run_1/m1.png
Drawn at 2 px/um. Supply wires on this layer in gray.
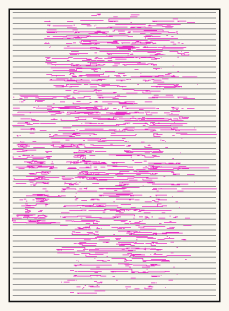
run_1/layers.png
Drawn at 2 px/um. Only two layers are drawn.
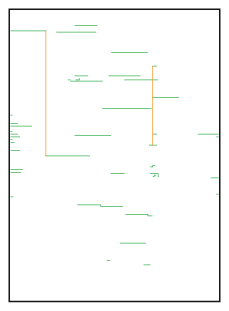
run_1/gates.png
Drawn at 3 px/um.
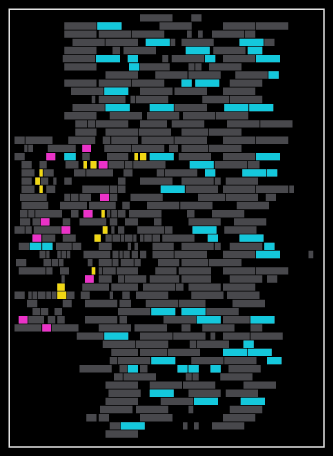
$ cat config.mk
export PLATFORM = sky130hd
export DESIGN_NAME = uart_tx_fifo
export DESIGN_NICKNAME = d
export VERILOG_FILES = /design/src/rtl/uart_tx_fifo.sv
export SDC_FILE = /design/constraint.sdc
export NUM_CORES = 1
export LEC_CHECK = 0
export CAP_MARGIN = 20
export CORE_ASPECT_RATIO = 1.4
export CORE_UTILIZATION = 40
export DETAILED_ROUTE_END_ITERATION = 8
export GPL_ROUTABILITY_DRIVEN = 1
export REMOVE_ABC_BUFFERS = 1
export SLEW_MARGIN = 15
export SYNTH_ARGS = -nofsm -noshare
export SYNTH_HDL_FRONTEND = slang
export SYNTH_SLANG_ARGS = --single-unit
$ cat constraint.sdc
create_clock -name clk_i -period 2.54 [get_ports clk_i]
set_input_delay 0.508 -clock clk_i [delete_from_list [all_inputs] [get_ports clk_i]]
set_output_delay 0.508 -clock clk_i [all_outputs]
set_load 0.005 [all_outputs]
$ cat src/rtl/uart_tx_fifo.sv
// Byte FIFO feeding the UART transmitter: first-word fall-through, valid/ready pop, sticky overflow.
// Optional registered almost_full output when UART_TX_FIFO_ALMOST_FULL_EN is defined.
module uart_tx_fifo #(
    parameter int unsigned DEPTH    = 16,
    parameter int unsigned AF_LEVEL = 12
) (
    input  logic                     clk_i,
    input  logic                     rst_i,
    input  logic [7:0]               wr_data_i,
    input  logic                     wr_en_i,
    output logic                     full_o,
    output logic [$clog2(DEPTH):0]   count_o,
    output logic [7:0]               tx_data_o,
    output logic                     tx_valid_o,
    input  logic                     tx_ready_i,
    output logic                     overflow_o,
`ifdef UART_TX_FIFO_ALMOST_FULL_EN
    output logic                     almost_full_o,
`endif
    input  logic                     overflow_clr_i
);

    localparam int unsigned ADDR_W = $clog2(DEPTH);
    localparam int unsigned CNT_W  = ADDR_W + 1;

    logic [7:0]        mem_q [DEPTH];
    logic [ADDR_W-1:0] wr_ptr_q, wr_ptr_d;
    logic [ADDR_W-1:0] rd_ptr_q, rd_ptr_d;
    logic [CNT_W-1:0]  count_q, count_d;
    logic              full_q, full_d;
    logic              valid_q, valid_d;
    logic              overflow_q, overflow_d;
    logic              push, pop;

    always_comb begin
        pop        = valid_q & tx_ready_i;
        // A pop frees a slot in the same cycle, so a full FIFO can still accept.
        push       = wr_en_i & (~full_q | pop);
        wr_ptr_d   = push ? wr_ptr_q + ADDR_W'(1) : wr_ptr_q;
        rd_ptr_d   = pop  ? rd_ptr_q + ADDR_W'(1) : rd_ptr_q;
        count_d    = count_q;
        unique case ({push, pop})
            2'b10:   count_d = count_q + CNT_W'(1);
            2'b01:   count_d = count_q - CNT_W'(1);
            default: count_d = count_q;
        endcase
        full_d     = (count_d == CNT_W'(DEPTH));
        valid_d    = (count_d != '0);
        overflow_d = overflow_q;
        if (wr_en_i && !push) begin
            overflow_d = 1'b1;
        end else if (overflow_clr_i) begin
            overflow_d = 1'b0;
        end
    end

    always_ff @(posedge clk_i or posedge rst_i) begin
        if (rst_i) begin
            wr_ptr_q   <= '0;
            rd_ptr_q   <= '0;
            count_q    <= '0;
            full_q     <= 1'b0;
            valid_q    <= 1'b0;
            overflow_q <= 1'b0;
        end else begin
            wr_ptr_q   <= wr_ptr_d;
            rd_ptr_q   <= rd_ptr_d;
            count_q    <= count_d;
            full_q     <= full_d;
            valid_q    <= valid_d;
            overflow_q <= overflow_d;
        end
    end

    // Storage is intentionally not reset.
    always_ff @(posedge clk_i) begin
        if (push) begin
            mem_q[wr_ptr_q] <= wr_data_i;
        end
    end

    assign full_o     = full_q;
    assign count_o    = count_q;
    assign tx_valid_o = valid_q;
    assign tx_data_o  = valid_q ? mem_q[rd_ptr_q] : 8'h00;
    assign overflow_o = overflow_q;

`ifdef UART_TX_FIFO_ALMOST_FULL_EN
    logic af_q, af_d;

    assign af_d = (count_d >= CNT_W'(AF_LEVEL));

    always_ff @(posedge clk_i or posedge rst_i) begin
        if (rst_i) begin
            af_q <= 1'b0;
        end else begin
            af_q <= af_d;
        end
    end

    assign almost_full_o = af_q;
`else
    logic unused_af_level;
    assign unused_af_level = ^AF_LEVEL;
`endif

endmodule
==> flow_metrics.py, run 1 <==
# Metrics from the implementation run
metrics = {
    "timing": {
        "fin_ws_ps": -27.4,
        "setup_viol": 5,
        "timing.final.max_slew_violations": 0,
    },
    "clocking": {
        "htreeDepth": 4,
        "cts_resized": 47,
        "cts_tree": "yes",
        "clockRootBuffer": "clkbuf_16",
        "insertion_delay_ps": 400,
        "cts_made_buffers": 17,
    },
    "min_path": {
        "hold_class": "primary input to flop",
    },
    "run_status": {
        "status": "complete, but fails checks",
        "violations": "negative setup slack",
    },
    "synthesis": {
        "syn_area_um2": 5880,
        "numSynthFlops": 144,
        "syn_inst": 308,
        "yosysSeqAreaShare_pct": 72.2,
    },
    "route": {
        "drt-met1-wl_um": 4850,
    },
    "die": {
        "die_y_um": 145,
        "num_rows": 52,
    },
    "critical_path": {
        "required_ps": 2030,
        "crit_type": "flop to output port",
        "cp_num_cells": 6,
    },
    "power": {
        "p_seq_share_pct": 36.5,
        "power_frac_clock_pct": 29.2,
        "peakVddDrop_uv": 600,
    },
    "place": {
        "dp.cells": 546,
    },
    "layout": {
        "areaGrowthSynthToFinish_pct": 27.4,
    },
    "run": {
        "warning_count": 31,
    },
}
## Picture notes: m1.png
The wires run mostly horizontal. 384 nets have wire on it.
Routed WL: 11900 um
M1 GR Usage: 20.2%

## Picture notes: layers.png
Key: M3 = green [wire length 338 um]; M4 = orange [wire length 102 um]
Avg WL per Cell: 20.1 um
vias post-DR: 3089
Global Route Usage Sum: 16.7%

## Picture notes: gates.png
Key: nand cells = yellow [cells 13]; xor and xnor cells = magenta [cells 11, where left middle]; mux cells = cyan [cells 51]
combinational share of cell area: 20.8%
most frequent logic cell in the layout: edfxtp_1
fin cells: 589

-- run 1: cells by family (layout without fill, tap and decap cells) --
logic type	count (synthesis)	after routing	share of synthesized area [%]
xor gates and xnor gates	11	11	1.64
AOI/OAI and AO/OA	21	21	2.34
DFF	144	144	72.2
and+or+nand+nor	45	45	4.43
buffers and inverters	28	120	2.13
adders and majority gates	8	8	1.70
muxes	51	51	15.5
-- run 1: final cells by class --
class                      count  area, um^2  share of cell area [%]
sequential                   144        4250                    56.7
multi-input combinational    136        1560                    20.8
timing repair buffer          77         800                    10.7
clock buffer                  17         425                    5.68
tap                          189         236                    3.16
clock inverter                15         181                    2.42
inverter                      11        43.8                   0.585
-- run 1: power groups by stage --
stage / combinational [mW] / sequential (mW) / clock, mW
final: 2.95 / 3.14 / 2.51
after global routing: 3.21 / 3.18 / 2.65
after floorplan: 1.37 / 3.35 / 0
after global placement: 2.75 / 3.17 / 0
after detailed placement: 2.76 / 3.19 / 0
after CTS: 3.06 / 3.14 / 2.56
-- run 1: flip-flops by register name, summed over array words and instances (netlist names) --
register / flops
overflow_o: 1
tx_valid_o: 1
count_o: 5
wr_ptr_q: 4
full_o: 1
mem_q: 128
rd_ptr_q: 4
-- run 1: tightest hold or removal path: stages --
cell            delay [ps]
dlymetal6s2s_1         100
nand3_1                 80
o21ai_0                 70
-- run 1: synth_stat cells (all sizes together) (2+ instances only) --
master and instances:
nand2 6, buf 12, mux2i 17, nor4 4, mux2 2, o211ai 2
nand3 2, mux4 32, o21ai 6, clkbuf 5, inv 11, nor3b 4
ha 8, nand4 2, o22ai 8, xnor2 10, nor2b 3, edfxtp 128
and2 9, nor2 7, dfrtp 16
==> inputs of run 2 (changes only) <==
--- a/config.mk
+++ b/config.mk
@@ -10,6 +10,7 @@
 export CORE_UTILIZATION = 40
 export DETAILED_ROUTE_END_ITERATION = 8
 export GPL_ROUTABILITY_DRIVEN = 1
+export MAX_ROUTING_LAYER = met4
 export REMOVE_ABC_BUFFERS = 1
 export SLEW_MARGIN = 15
 export SYNTH_ARGS = -nofsm -noshare
run_2/m1.png
Drawn at 2 px/um. Supply wires on this layer in gray.
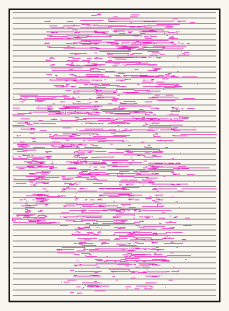
The longest straight run is 27.1 um. The layer carries 4800 um of wire. 383 nets have wire on it.
Routed WL: 11800 um
M1 GR Usage: 20.2%
vias post-DR: 3070

run_2/closeup.png
Region (37, 87) to (67, 117) um. Cells in gray, sequential cells in the stronger gray; small squares are vias.
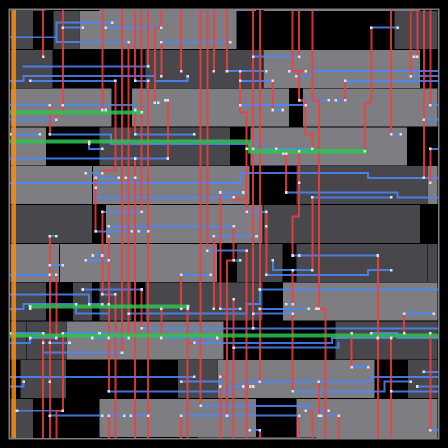
Key: M4 = orange; M2 = red; M1 = blue; M3 = green
Most frequent: edfxtp_1 (15), clkbuf_16 (4). 32 logic cells have their middle in the window. Sequential cells in the window: 15. Netlist names of flops here include mem_q (15).

==> flow_metrics.py, run 2 <==
# Metrics from the implementation run
metrics = {
    "die": {
        "die_y_um": 145,
        "num_rows": 52,
    },
    "synthesis": {
        "ys_sh_simple_pct": 4.43,
        "synthMuxAreaShare_pct": 15.5,
        "numSynthFlops": 144,
        "synthTopCellsByCount": "edfxtp_1 (128), mux4_2 (32), mux2i_1 (17)",
        "xor_share_pct": 1.64,
        "syn_inst": 308,
        "top_logic_kind": "multiplexers",
        "ys_sh_aoi_pct": 2.34,
        "syn_area_um2": 5880,
    },
    "clocking": {
        "cts_made_buffers": 17,
        "htreeDepth": 4,
        "clockRootBuffer": "clkbuf_16",
        "cts_resized": 47,
    },
    "power": {
        "peakVddDrop_uv": 601,
    },
    "layout": {
        "layout_top_cell": "edfxtp_1",
        "regMostFlops": "mem_q",
        "final-comb-area_um2": 1560,
        "regArea_um2": 4250,
        "areaGrowthSynthToFinish_pct": 27.4,
    },
    "global_route": {
        "grt_use_total_pct": 17.3,
    },
    "critical_path": {
        "required_ps": 2030,
    },
    "route": {
        "drt-met1-wl_um": 4800,
    },
    "timing": {
        "fin_ws_ps": -30.2,
        "setup_viol": 5,
    },
    "run_status": {
        "status": "complete, but fails checks",
        "violations": "negative setup slack",
    },
    "min_path": {
        "hold_class": "primary input to flop",
    },
}
run_2/gates.png
Drawn at 3 px/um.
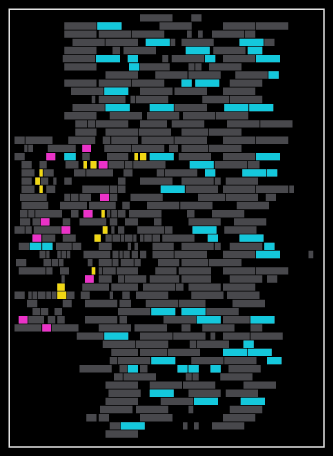
Key: xor and xnor cells = magenta [cells 11, where left middle]; mux cells = cyan [cells 51]; nand cells = yellow [cells 13]

run 2: cell counts in the layout (fill, tap and decap cells not counted):
Identical to the previous run, type by type.
run 2: cells by family after synthesis:
kind of cell             count (synthesis)
AND-OR/OR-AND                           21
XOR/XNOR                                11
adder cells (fa/ha/maj)                  8
buffers and inverters                   28
flip-flops                             144
multiplexers                            51
AND/OR/NAND/NOR                         45
run 2: worst max-delay path by stage:
stage,start,endpoint,slack (ps),cells past startpoint
after floorplan,rd_ptr_q[0],tx_data_o[6],-290,3
after global placement,tx_ready_i,tx_valid_o,-490,13
after global routing,rd_ptr_q[0],tx_data_o[4],-110,6
final,rd_ptr_q[0],tx_data_o[4],-30,6
after CTS,rd_ptr_q[0],tx_data_o[3],-100,7
after detailed placement,tx_ready_i,tx_valid_o,-510,13
run 2: area by class of cell:
type | instances | area share [%]
tap | 189 | 3.16
multi-input combinational | 136 | 20.8
clock inverter | 15 | 2.42
clock buffer | 17 | 5.68
sequential | 144 | 56.7
inverter | 11 | 0.585
timing repair buffer | 77 | 10.7
run 2: power breakdown:
group	internal, mW	total [mW]	switching [mW]
registers	2.91	3.14	0.231
clock network	1.56	2.51	0.955
logic	1.62	2.95	1.33
run 2: critical path, stage by stage (launching register included):
cell and delay (ps):
dfrtp_2 400, buf_6 160, buf_8 130, mux4_2 500, mux2i_1 200, o22ai_1 100, buf_2 150
run 2: per-stage QoR:
| step | util [%] | std cells |
|---|---|---|
| 6_report | 52.1 | 589 |
| 5_1_grt | 52.1 | 589 |
| 4_1_cts | 52.1 | 590 |
| 3_5_place_dp | 46.7 | 546 |
| 3_3_place_gp | 46.7 | 546 |
| 2_1_floorplan | - | 291 |
==> inputs of run 3 (changes only) <==
--- a/config.mk
+++ b/config.mk
@@ -5,11 +5,13 @@
 export SDC_FILE = /design/constraint.sdc
 export NUM_CORES = 1
 export LEC_CHECK = 0
-export CAP_MARGIN = 20
+export CAP_MARGIN = 15
 export CORE_ASPECT_RATIO = 1.4
 export CORE_UTILIZATION = 40
+export CTS_CLUSTER_DIAMETER = 100
 export DETAILED_ROUTE_END_ITERATION = 8
 export GPL_ROUTABILITY_DRIVEN = 1
+export GPL_TIMING_DRIVEN = 0
 export MAX_ROUTING_LAYER = met4
 export REMOVE_ABC_BUFFERS = 1
 export SLEW_MARGIN = 15
run_3/layers.png
Drawn at 2 px/um. Only two layers are drawn.
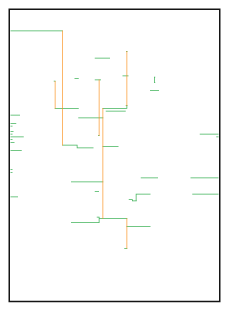
Key: M4 = orange [wire length 196 um]; M3 = green [wire length 270 um]
Global Route Usage Sum: 17.0%
Avg WL per Cell: 20.6 um
vias post-DR: 2920
Routed WL: 11600 um

run_3/congestion_map.png
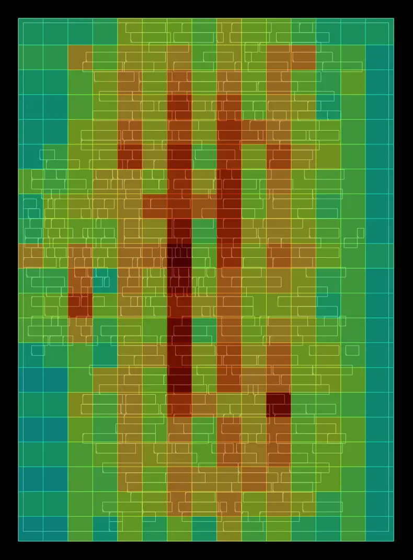
met2 Resource Use GR: 28.5%
final core occ: 49.9%
M1 GR Usage: 19.8%

==> flow_metrics.py, run 3 <==
# Metrics from the implementation run
metrics = {
    "run_status": {
        "status": "complete, but fails checks",
        "violations": "negative setup slack",
    },
    "critical_path": {
        "slowest_delay_ps": 510,
        "required_ps": 2030,
        "critPathTopFamily": "multiplexers",
        "cp.buffers_inverters": 3,
        "cp_cell_sequence": "buf_6 > buf_12 > mux4_2 > mux2i_1 > o22ai_1 > buf_2",
        "slowest_stage": "dfrtp_4",
        "crit_start": "rd_ptr_q[0]",
        "crit_type": "flop to output port",
        "cp_max_fo": 5,
    },
    "layout": {
        "layout-drive-gt1-share_pct": 30.2,
        "fin_cells": 563,
        "largest_reg_flops": 128,
        "layout_top_cell": "edfxtp_1",
        "final_nets": 382,
        "areaGrowthSynthToFinish_pct": 22.1,
        "n_antenna_cell": 0,
        "regMostFlops": "mem_q",
    },
    "synthesis": {
        "synthTopCellsByArea": "edfxtp_1 (65%), mux4_2 (12%), dfrtp_1 (6.8%)",
        "numSynthFlops": 144,
        "synth_top_cell_by_count": "edfxtp_1",
        "syn_avg_cell_area_um2": 19.1,
        "syn_area_um2": 5880,
        "syn_inst": 308,
        "ff_type": "edfxtp_1",
        "synthTopCellsByCount": "edfxtp_1 (128), mux4_2 (32), mux2i_1 (17)",
        "yosysSeqAreaShare_pct": 72.2,
    },
    "power": {
        "peakVddDrop_uv": 578,
    },
    "timing": {
        "holdWs_ps": 382,
        "timing.final.max_slew_violations": 0,
        "setup_viol": 7,
        "fin_ws_ps": -66.8,
    },
    "die": {
        "num_rows": 52,
        "die_y_um": 145,
    },
    "place": {
        "dp_slack_ps": -1040,
        "dp.cells": 513,
        "port_buffers": 28,
    },
    "clocking": {
        "clockRootBuffer": "clkbuf_16",
        "cts_made_buffers": 17,
        "clk_pin_slew_ps": 60,
        "cts_tree": "yes",
        "insertion_delay_ps": 420,
        "clockBufferDepth": 2,
        "htreeDepth": 4,
    },
    "run": {
        "warning_count": 31,
    },
    "min_path": {
        "hold_class": "primary input to flop",
    },
}
run_3/closeup.png
Region (37, 87) to (67, 117) um. Cells in gray, sequential cells in the stronger gray; small squares are vias.
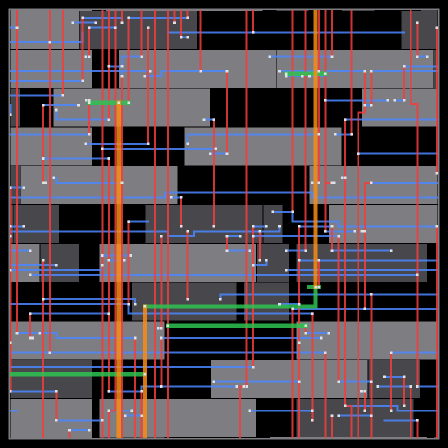
Key: M1 = blue; M2 = red; M3 = green; M4 = orange
Netlist names of flops here include mem_q (14), wr_ptr_q (1). Sequential cells in the window: 15. 27 logic cells have their middle in the window. Most frequent: edfxtp_1 (14), mux4_2 (3), clkbuf_16 (2).

run 3: layer usage:
metal | global-route usage [%] | wire (um) | vias to the layer above
met5 | - | 0 | -
met4 | 7.07 | 195 | 0
met3 | 3.72 | 269 | 16
met2 | 28.5 | 6290 | 52
met1 | 19.8 | 4870 | 1517
li1 | - | - | 1335
run 3: worst paths after layout:
check                                    end  slack (ps)  cells after the start
worst min register to register    overflow_o         550                      2
max in group asynchronous        rd_ptr_q[0]        1610                      2
worst min-delay path              overflow_o         380                      3
min in group asynchronous         overflow_o         470                      2
worst max-delay path            tx_data_o[2]         -70                      6
worst max register to register    tx_valid_o          70                     12
run 3: report_power, final:
part	total, mW	switching, mW	internal [mW]
Sequential	3.24	0.322	2.92
Clock	2.40	0.954	1.45
Combinational	2.64	1.21	1.43
run 3: what timing repair did:
item | in CTS | in global routing
cloned | 1 | 0
buffers inserted | 16 | 3
pin swaps | 12 | 12
endpoints found under the setup margin | 12 | 9
gates resized | 52 | 8
run 3: cells by family after synthesis:
group,count (synthesis),synth area share [%]
buf+inv,28,2.13
mux,51,15.5
compound gates,21,2.34
xor+xnor,11,1.64
flops,144,72.2
simple gates,45,4.43
fa+ha+maj,8,1.70
run 3: layout make-up:
| class | instances | area [um^2] |
|---|---|---|
| fill | 1167 | 7200 |
| tap | 189 | 236 |
| clock buffer | 20 | 437 |
| sequential | 144 | 4250 |
| inverter | 11 | 48.8 |
| multi-input combinational | 136 | 1580 |
| timing repair buffer | 51 | 487 |
| clock inverter | 12 | 135 |
run 3: per-stage QoR:
stage | setup TNS (ps) | area (um^2) | util [%]
after floorplan | -2550 | 5790 | -
after detailed placement | -42170 | 6390 | 44.4
after global routing | -862 | 7170 | 49.9
after global placement | -78680 | 6310 | 43.9
after CTS | -513 | 7160 | 49.8
final | -317 | 7170 | 49.9
No activity file was given, so power comes from the tool's default toggle rates.
